==> run_1/clock_wires.png <==
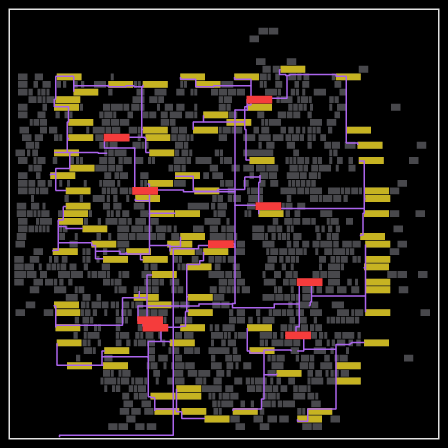
==> run_1/congestion_map.png <==
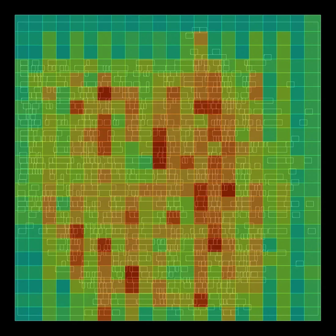
==> run_1/layers.png <==
Scale bar: 50 um.
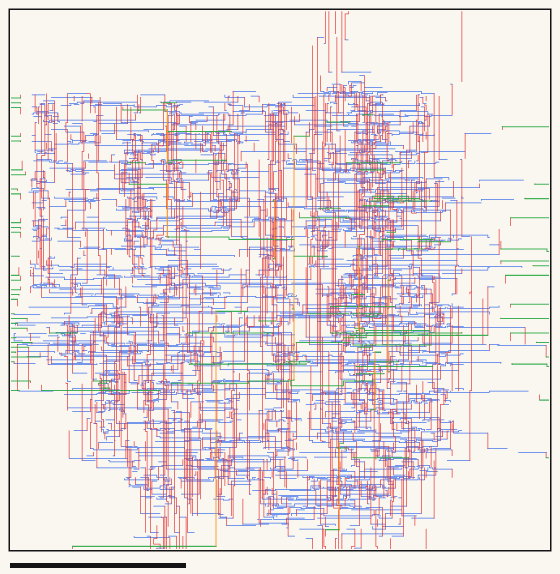
==> run_1/gates.png <==
Scale bar: 50 um.
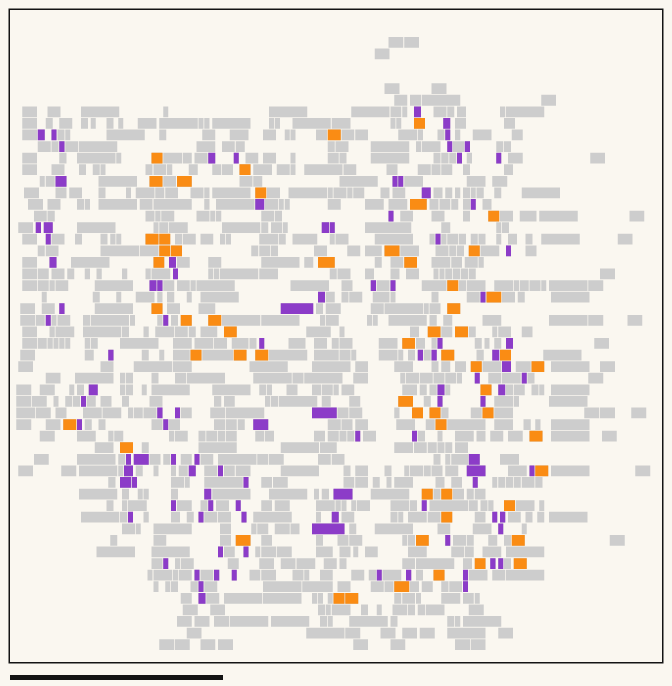
### src/rtl/mult_seq_mac_pkg.sv
// Shared types and helpers for the sequential shift-add multiplier / MAC.
package mult_pkg;

  typedef enum logic [1:0] {
    IDLE = 2'd0,
    CALC = 2'd1,
    FIX  = 2'd2,
    DONE = 2'd3
  } state_t;

  // Iteration counter width for a given operand width (counts WIDTH-1 down to 0).
  function automatic int cnt_w(input int width);
    return (width > 2) ? $clog2(width) : 1;
  endfunction

  // Magnitude of a width-bit operand held in the low bits of x; the most
  // negative value maps to 2^(width-1) as an unsigned number.
  function automatic logic [63:0] abs_w(input logic [63:0] x, input int width,
                                        input logic signed_en);
    logic [63:0] mask;
    logic [63:0] r;
    mask = (width >= 64) ? '1 : ((64'd1 << width) - 64'd1);
    r = x & mask;
    if (signed_en && r[width-1]) r = (~r + 64'd1) & mask;
    return r;
  endfunction

endpackage

### src/rtl/mult_seq_mac_shift_reg.sv
// (2W+1)-bit product/shift register; bit 2W catches the carry of the upper add.
module mult_shift_reg #(
  parameter int WIDTH = 16
) (
  input  logic               clock,
  input  logic               rst,
  input  logic               i_clr,
  input  logic               i_load,
  input  logic               i_add,
  input  logic               i_shift,
  input  logic               i_add_shift,
  input  logic [WIDTH-1:0]   i_lsb_in,
  input  logic [WIDTH-1:0]   i_mcand,
  output logic [2*WIDTH:0]   o_sr
);

  logic [2*WIDTH:0] r_sr;
  logic [WIDTH:0]   w_sum;
  logic [2*WIDTH:0] w_added;

  assign w_sum   = r_sr[2*WIDTH:WIDTH] + {1'b0, i_mcand};
  assign w_added = {w_sum, r_sr[WIDTH-1:0]};
  assign o_sr    = r_sr;

  always_ff @(posedge clock or posedge rst) begin
    if (rst) begin
      r_sr <= '0;
    end else if (i_clr) begin
      r_sr <= '0;
    end else if (i_load) begin
      r_sr <= {{(WIDTH+1){1'b0}}, i_lsb_in};
    end else if (i_add) begin
      r_sr <= w_added;
    end else if (i_shift) begin
      r_sr <= r_sr >> 1;
    end else if (i_add_shift) begin
      r_sr <= w_added >> 1;
    end
  end

endmodule

### src/rtl/mult_seq_mac.sv
// Sequential signed/unsigned shift-add multiplier with optional accumulate into
// the previous product (HI/LO style). Fixed latency of WIDTH+2 cycles.
module mult_seq_mac
  import mult_pkg::*;
#(
  parameter int WIDTH = 16
) (
  input  logic                 clock,
  input  logic                 rst,
  input  logic                 i_start,
  input  logic                 i_is_signed,
  input  logic                 i_accumulate,
  input  logic                 i_clr,
  input  logic [WIDTH-1:0]     i_a,
  input  logic [WIDTH-1:0]     i_b,
  output logic                 o_busy,
  output logic                 o_done,
  output logic [2*WIDTH-1:0]   o_product,
  output logic [1:0]           o_dbg_state
);

  localparam int CNT_W = cnt_w(WIDTH);
  localparam int PW    = 2 * WIDTH;
  localparam logic [CNT_W-1:0] CNT_LAST = CNT_W'(WIDTH - 1);

  state_t             r_state, w_next;
  logic [CNT_W-1:0]   r_cnt;
  logic               r_neg;
  logic               r_acc;
  logic [WIDTH-1:0]   r_mcand;
  logic [PW-1:0]      r_product;
  logic [PW:0]        w_sr;
  logic [WIDTH-1:0]   w_abs_a, w_abs_b;
  logic [PW-1:0]      w_raw, w_res;
  logic               w_accept, w_shift, w_add_shift;

  assign w_abs_a = WIDTH'(abs_w(64'(i_a), WIDTH, i_is_signed));
  assign w_abs_b = WIDTH'(abs_w(64'(i_b), WIDTH, i_is_signed));
  assign w_raw   = w_sr[PW-1:0];
  assign w_res   = r_neg ? (~w_raw + PW'(1)) : w_raw;

  // Handshake: i_start is taken on any edge where the FSM is in IDLE or DONE
  // (o_busy=0) and i_clr=0; o_done pulses for one cycle with o_product valid.
  always_comb begin
    w_next      = r_state;
    w_accept    = 1'b0;
    w_shift     = 1'b0;
    w_add_shift = 1'b0;
    o_busy      = 1'b0;
    o_done      = 1'b0;
    case (r_state)
      IDLE: begin
        if (i_start) begin
          w_accept = 1'b1;
          w_next   = CALC;
        end
      end
      CALC: begin
        o_busy = 1'b1;
        if (w_sr[0]) w_add_shift = 1'b1;
        else         w_shift     = 1'b1;
        if (r_cnt == '0) w_next = FIX;
      end
      FIX: begin
        o_busy = 1'b1;
        w_next = DONE;
      end
      DONE: begin
        o_done = 1'b1;
        if (i_start) begin
          w_accept = 1'b1;
          w_next   = CALC;
        end else begin
          w_next = IDLE;
        end
      end
      default: w_next = IDLE;
    endcase
    if (i_clr) begin
      w_next      = IDLE;
      w_accept    = 1'b0;
      w_shift     = 1'b0;
      w_add_shift = 1'b0;
    end
  end

  // The accumulate base is r_product itself: it cannot change between accept and FIX.
  always_ff @(posedge clock or posedge rst) begin
    if (rst) begin
      r_state   <= IDLE;
      r_cnt     <= '0;
      r_neg     <= 1'b0;
      r_acc     <= 1'b0;
      r_mcand   <= '0;
      r_product <= '0;
    end else begin
      r_state <= w_next;
      if (i_clr) begin
        r_cnt     <= '0;
        r_neg     <= 1'b0;
        r_acc     <= 1'b0;
        r_product <= '0;
      end else if (w_accept) begin
        r_cnt   <= CNT_LAST;
        r_neg   <= i_is_signed & (i_a[WIDTH-1] ^ i_b[WIDTH-1]);
        r_acc   <= i_accumulate;
        r_mcand <= w_abs_a;
      end else if (r_state == CALC && r_cnt != '0) begin
        r_cnt <= r_cnt - CNT_W'(1);
      end else if (r_state == FIX) begin
        r_product <= r_acc ? (r_product + w_res) : w_res;
      end
    end
  end

  mult_shift_reg #(.WIDTH(WIDTH)) u_sr (
    .clock       (clock),
    .rst         (rst),
    .i_clr       (i_clr),
    .i_load      (w_accept),
    .i_add       (1'b0),
    .i_shift     (w_shift),
    .i_add_shift (w_add_shift),
    .i_lsb_in    (w_abs_b),
    .i_mcand     (r_mcand),
    .o_sr        (w_sr)
  );

  assign o_product   = r_product;
  assign o_dbg_state = r_state;

endmodule

### config.mk
export PLATFORM = sky130hd
export DESIGN_NAME = mult_seq_mac
export DESIGN_NICKNAME = d
export VERILOG_FILES = /design/src/rtl/mult_seq_mac_pkg.sv /design/src/rtl/mult_seq_mac_shift_reg.sv /design/src/rtl/mult_seq_mac.sv
export SDC_FILE = /design/constraint.sdc
export NUM_CORES = 1
export LEC_CHECK = 0
export ABC_CLOCK_PERIOD_IN_PS = 5500
export CORE_UTILIZATION = 34
export DETAILED_ROUTE_END_ITERATION = 8
export SYNTH_ARGS = -nofsm -noshare
export SYNTH_HDL_FRONTEND = slang
export SYNTH_SLANG_ARGS = --single-unit
### constraint.sdc
create_clock -name clock -period 5.5 [get_ports clock]
set_clock_uncertainty 0.15 [all_clocks]
set_input_delay 1.1 -clock clock [delete_from_list [all_inputs] [get_ports clock]]
set_output_delay 1.1 -clock clock [all_outputs]
set_load 0.05 [all_outputs]
==> impl_metrics.toml, run 1 <==
# generated from flow reports
[run_status]
outcome = "finished, final reports clean"

[synth]
synth_warnings = 0
yosysUniqueCellTypes = 76
top_cells_by_count = "115 x nand2_1, 88 x dfrtp_1, 73 x nor2_1, 69 x o21ai_0, 65 x xnor2_1"
ys_cells = 928
ys_seq_share = 0.2836
yosys_area_mm2 = 0.007764
edf_count = 0
async_reset_ff_frac = 1.000
syn-cell-area_mm2 = 0.007764
ff_type = "dfrtp_1"

[critical_path]
max_stage_delay_ns = 0.70
crit_slowest_cell = "dfrtp_1"
worst_setup_path_end_kind = "register"
crit_type = "reg2reg"
cp_max_fo = 24

[floorplanning]
placement_rows = 54
ios = 74
fp.dieW_um = 153.1
core_mm2 = 0.02209
die_y_um = 153.1
chipArea_mm2 = 0.02344

[power]
p_leak_nw = 3.994
powerDensity_mw_per_mm2 = 439.6

[sta]
hold_violations = 0
setup_viol = 0
clock.fmax_mhz = 219.6
worst_slew_pin_slew_ns = 1.142
rsz0062_at_grt = "no"

[clock_tree]
cts_tree = "yes"
cts.sinks = 88
cts-root-buf = "clkbuf_16"
cts-buffers-inserted = 9
post_cts_buffers = 0

[drt]
drc = 0
first_iter_violations = 472
firstDrtPassIters = 5

[job]
warning_count = 36

[finish]
seq_area_mm2 = 0.002202
area_delta_synth_final_pct = 16.97
drive_gt1_frac = 0.06275
nNetsFinal = 1085

[placement]
port_buffers = 73
gp_congestion = 0.8855
dp.cells = 1252

[global_route]
grt_pass1_wl_um = 33750
grt_pass1_vias = 6509
grt.overflow.total = 0
About clock_wires.png:
[clock wires] purple | length: 1370 um
[flip-flops] yellow | count: 88
[clock-net drivers] red | count: 9
flops lie: all over the die
Late-Pin Clk Latency: 0.35 ns
P_clk: 646 uW
clock power share: 0.162

About congestion_map.png:
M3 GR Usage: 0.02495
M1 GR Usage: 0.2524
gr busiest metal: met2
Avg WL per Cell: 16.05 um

About layers.png:
| layer | colour | wire length |
|---|---|---|
| M2 | red | 8960 um |
| M1 | blue | 10200 um |
| M3 | green | 957 um |
| M4 | orange | 272 um |
Global Route Usage Sum: 0.1782
routed vias: 6959
WL final: 20350 um

About gates.png:
| family | colour | cells | most used |
|---|---|---|---|
| non-inverting ao/oa cells | orange | 58 | a21o_1 |
| nor cells | purple | 106 | nor2_1 |
most instantiated logic cell after routing: nand2_1
logic share of the area: 0.5835
non-filler cells, final: 1268

==> run 1: per-layer routing <==
layer,up-vias,GRT usage,routed length (um)
li1,3515,-,-
met1,3251,0.2524,10160
met2,170,0.2825,8960
met3,23,0.02495,956
met4,0,0.04714,272
met5,-,0,0
==> run 1: metrics by stage <==
step | util | instance area (um^2) | hold WS, ns | power (mW) | setup slack (ns)
6_report | 0.4110 | 9081 | 0.3417 | 3.992 | 0.9467
5_1_grt | 0.4110 | 9081 | 0.3774 | 4.306 | 0.4785
4_1_cts | 0.4110 | 9081 | 0.3486 | 4.014 | 0.9369
3_5_place_dp | 0.3973 | 8778 | 0.3289 | 3.348 | 0.9771
3_3_place_gp | 0.3973 | 8778 | 0.3251 | 3.332 | 1.033
2_1_floorplan | - | 7764 | 0.3025 | 2.747 | 1.568
==> run 1: path summary, 6_finish.rpt <==
check                             start            end  depth (start not counted)
min in group asynchronous           rst   o_product[2]                          2
max                        u_sr.o_sr[0]  o_product[31]                         15
min reg2reg                  r_mcand[6]     r_mcand[6]                          2
max reg2reg                u_sr.o_sr[0]  o_product[31]                         15
min                          r_mcand[6]     r_mcand[6]                          2
max in group asynchronous           rst     r_mcand[4]                          3
==> run 1: final cells by class <==
| type | count | area share |
|---|---|---|
| Clock buffer | 10 | 0.02521 |
| Clock inverter | 6 | 0.008129 |
| Inverter | 32 | 0.01336 |
| Multi-Input combinational cell | 769 | 0.5835 |
| Sequential cell | 88 | 0.2425 |
| Tap cell | 280 | 0.03858 |
| Timing Repair Buffer | 83 | 0.08873 |
==> run 1: cells in the final DEF (no fill, tap or decap), types with 19 or more instances in the layout <==
cell / count
clkdlybuf4s50_1: 73
o31ai_1: 23
a21o_1: 22
ha_1: 62
xor2_1: 24
dfrtp_1: 88
xnor2_1: 65
nand2_1: 115
inv_1: 31
o21ai_0: 69
nand3_1: 19
nor2_1: 73
a21oi_1: 64
==> run 1: cell families after synthesis <==
family                     Yosys count  share of synthesized area
xor gates and xnor gates            90                     0.1025
DFF                                 88                     0.2836
adders and majority gates           64                     0.1051
buffers and inverters               71                    0.03449
and+or+nand+nor                    299                     0.1884
muxes                               24                    0.03207
AOI/OAI and AO/OA                  292                     0.2538
==> run 1: report_power, final <==
group          switching [mW]  internal [mW]
Clock                   0.287          0.359
Sequential              0.253          0.838
Combinational            1.38          0.879
==> run 1: flip-flops by register name (all words and copies together), names as in the netlist <==
register and cells:
r_cnt 4, o_product 32, r_mcand 16, o_dbg_state 2, u_sr.o_sr 32, r_neg 1
r_acc 1
==> run 1: worst reg2reg max path, cell delays in order (launching register included) <==
cell      delay (ns)
dfrtp_1         0.70
inv_1           0.19
ha_1            0.18
inv_1           0.08
nor4_2          0.42
nand2_1         0.18
o31ai_1         0.28
xnor2_1         0.14
ha_1            0.38
inv_1           0.12
nor3_1          0.26
o21ai_0         0.21
o41ai_2         0.47
a211o_1         0.24
mux2_2          0.33
o221ai_1        0.14
==> run_1/util_map.png <==
The die is cut into 15 by 15 equal tiles; dark blue is low, red is high, 0 to 100% covered.
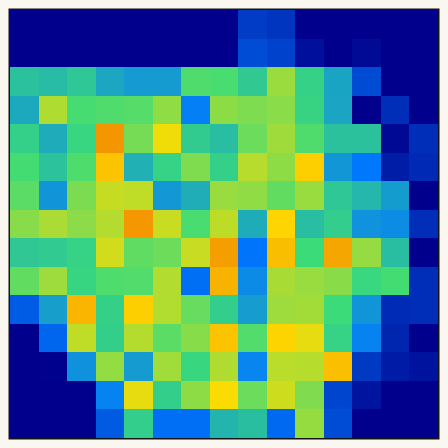

==> run 2, diff against run 1 <==
--- a/config.mk
+++ b/config.mk
@@ -5,7 +5,7 @@
 export SDC_FILE = /design/constraint.sdc
 export NUM_CORES = 1
 export LEC_CHECK = 0
-export ABC_CLOCK_PERIOD_IN_PS = 5500
+export ABC_CLOCK_PERIOD_IN_PS = 3900
 export CORE_UTILIZATION = 34
 export DETAILED_ROUTE_END_ITERATION = 8
 export SYNTH_ARGS = -nofsm -noshare
==> constraint.sdc (replaced) <==
create_clock -name clock -period 3.9 [get_ports clock]
set_clock_uncertainty 0.15 [all_clocks]
set_input_delay 0.78 -clock clock [delete_from_list [all_inputs] [get_ports clock]]
set_output_delay 0.78 -clock clock [all_outputs]
set_load 0.05 [all_outputs]
==> run_2/util_map.png <==
The die is cut into 15 by 15 equal tiles; dark blue is low, red is high, 0 to 100% covered.
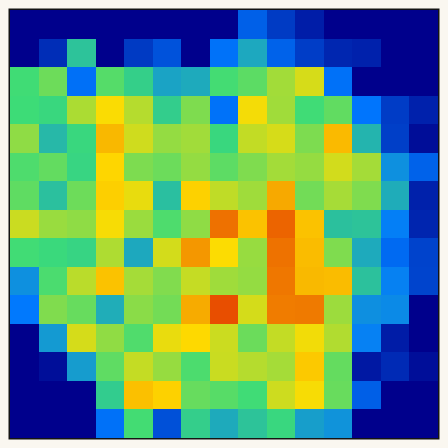
nearly empty tiles: 16%
tiles over 75% full: 11%
mean over tiles: 43%
fin util: 0.4725
core area: 0.02209 mm^2
fp util: 0.3514

==> run_2/congestion_map.png <==
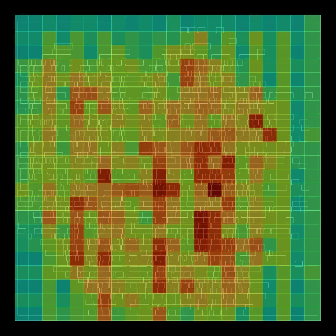
Global Route Usage Sum: 0.1871
M1 GR Usage: 0.2697

==> run_2/clock_wires.png <==
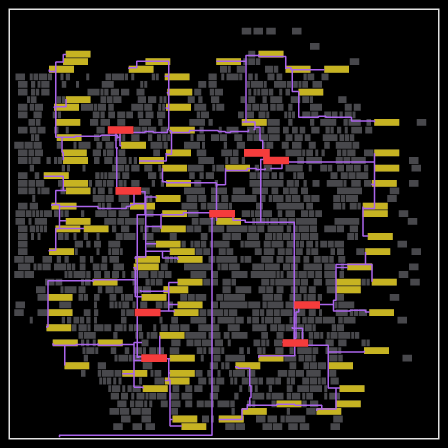
[flip-flops] yellow | count: 88
[clock wires] purple | length: 1450 um
[clock-net drivers] red | count: 9
flops lie: all over the die
clock power share: 0.133
P_clk: 865 uW

==> run 2 against run 1 <==
Compared with the run above:
- the flow now finishes with violations (setup timing)
- area after synthesis unchanged
- combinational power increased by 85%
- maximum frequency grew 13%
- global-route usage grew 0.90 points
- final area rose by 15%
- count of clock-buffer cells in the layout unchanged
- largest cell class unchanged
==> impl_metrics.toml, run 2 <==
# generated from flow reports
[drt]
topRoutingLayerUsed = "met4"
wl_met3_um = 810
drc = 0
first_iter_violations = 393

[power]
finalPower_mw = 6.482
p_leak_nw = 4.682

[synth]
ys_cells = 928
synthMuxAreaShare = 0.03207
ff_type = "dfrtp_1"
yosys_area_mm2 = 0.007764
edf_count = 0
synth-simple-area-share = 0.1884
topCombFamilyByArea = "AND-OR/OR-AND gates"
async_reset_ff_frac = 1.000
yosysUniqueCellTypes = 76
synth-adder-area-share = 0.1051
syn-cell-area_mm2 = 0.007764
aoi_share = 0.2538

[critical_path]
reg2reg_from = "u_sr.o_sr[2]"
rr_worst_depth = 15
worst_setup_path_end_kind = "register"
reg2reg_to = "o_product[31]"
cp_max_fo = 4

[finish]
area_delta_synth_final_pct = 34.46
nNetsFinal = 1191
final_cells = 1374

[global_route]
grt.overflow.total = 0
grt_pass1_vias = 6987
grt_pass1_wl_um = 35560

[clock_tree]
cts-buffers-inserted = 9
cts.sinks = 88
clk_latency_ns = 0.35
cts-root-buf = "clkbuf_16"

[worst_hold_path]
worstHoldPathCells = 2
worstHoldStart = "r_mcand[8]"

[floorplanning]
fp.dieW_um = 153.1
ios = 74
die_y_um = 153.1
chipArea_mm2 = 0.02344

[sta]
rsz0062_at_grt = "yes"
hold_violations = 0
setup_viol = 4
worst_slack_ns = -0.1273
worst_slew_pin_slew_ns = 0.7744

[job]
warning_count = 38

[placement]
port_buffers = 73
gp_congestion = 0.9487

[run_status]
violations = "setup timing"
outcome = "finished, violations left"
[run 2: cell types whose count changed in the layout (fill, tap and decap cells not counted), sizes merged]
cell and change:
buf +106, clkinv +3, bufinv -1, clkinvlp -1, inv -1
[run 2: final cells by class]
cell class,count,area [um^2],share of cell area
multi-input combinational,769,5846,0.5600
sequential,88,2202,0.2110
timing repair buffer,189,1637,0.1568
tap,280,350.3,0.03356
clock buffer,10,229.0,0.02193
inverter,32,121.4,0.01163
clock inverter,6,53.80,0.005154
[run 2: worst max path at each step]
stage	startpoint	end	slack, ns	depth (start not counted)
floorplan	u_sr.o_sr[2]	o_product[28]	0.003	14
global placement	u_sr.o_sr[2]	o_product[28]	-0.17	15
detailed placement	u_sr.o_sr[2]	o_product[31]	-0.28	14
CTS	u_sr.o_sr[2]	o_product[31]	-0.13	15
global route	u_sr.o_sr[2]	o_product[31]	-0.30	15
finish	u_sr.o_sr[2]	o_product[31]	-0.13	15
[run 2: power by group]
group	switching, mW	internal (mW)
logic	2.36	1.80
registers	0.269	1.18
clock network	0.422	0.443
total	3.05	3.43
[run 2: critical path, cell delays in order, from the launching register on]
cell	delay (ns)
dfrtp_1	0.38
or4_4	0.57
buf_6	0.16
nor4_4	0.20
nand2_2	0.15
o41a_1	0.43
xor2_2	0.19
ha_2	0.22
a21o_1	0.19
a21oi_1	0.16
nor2_1	0.08
o31ai_1	0.20
a21oi_1	0.12
a211o_1	0.30
a311oi_1	0.27
o221ai_1	0.14
[run 2: kinds of logic (layout without fill, tap and decap cells)]
family,count (synthesis),after routing
compound gates,292,292
xor+xnor,90,90
fa+ha+maj,64,64
buf+inv,71,237
flops,88,88
mux,24,24
simple gates,299,299
[run 2: through the flow]
step | setup TNS [ns] | setup slack, ns
finish | -0.2502 | -0.1273
global route | -2.319 | -0.3031
CTS | -0.4581 | -0.1333
detailed placement | -1.865 | -0.2848
global placement | -0.8823 | -0.1706
floorplan | 0 | 0.002798
[run 2: routing by layer]
| metal | vias up | track usage |
|---|---|---|
| met5 | - | 0 |
| met4 | 0 | 0.05147 |
| met3 | 20 | 0.01985 |
| met2 | 148 | 0.2951 |
| met1 | 3477 | 0.2697 |
| li1 | 3762 | - |
[run 2: timing repair]
action / CTS / global route
resized: 22 / 92
setup buffers: 2 / 13
pin swaps: 7 / 32
setup endpoints to repair: 15 / 17
No activity file was given, so power comes from the tool's default toggle rates.
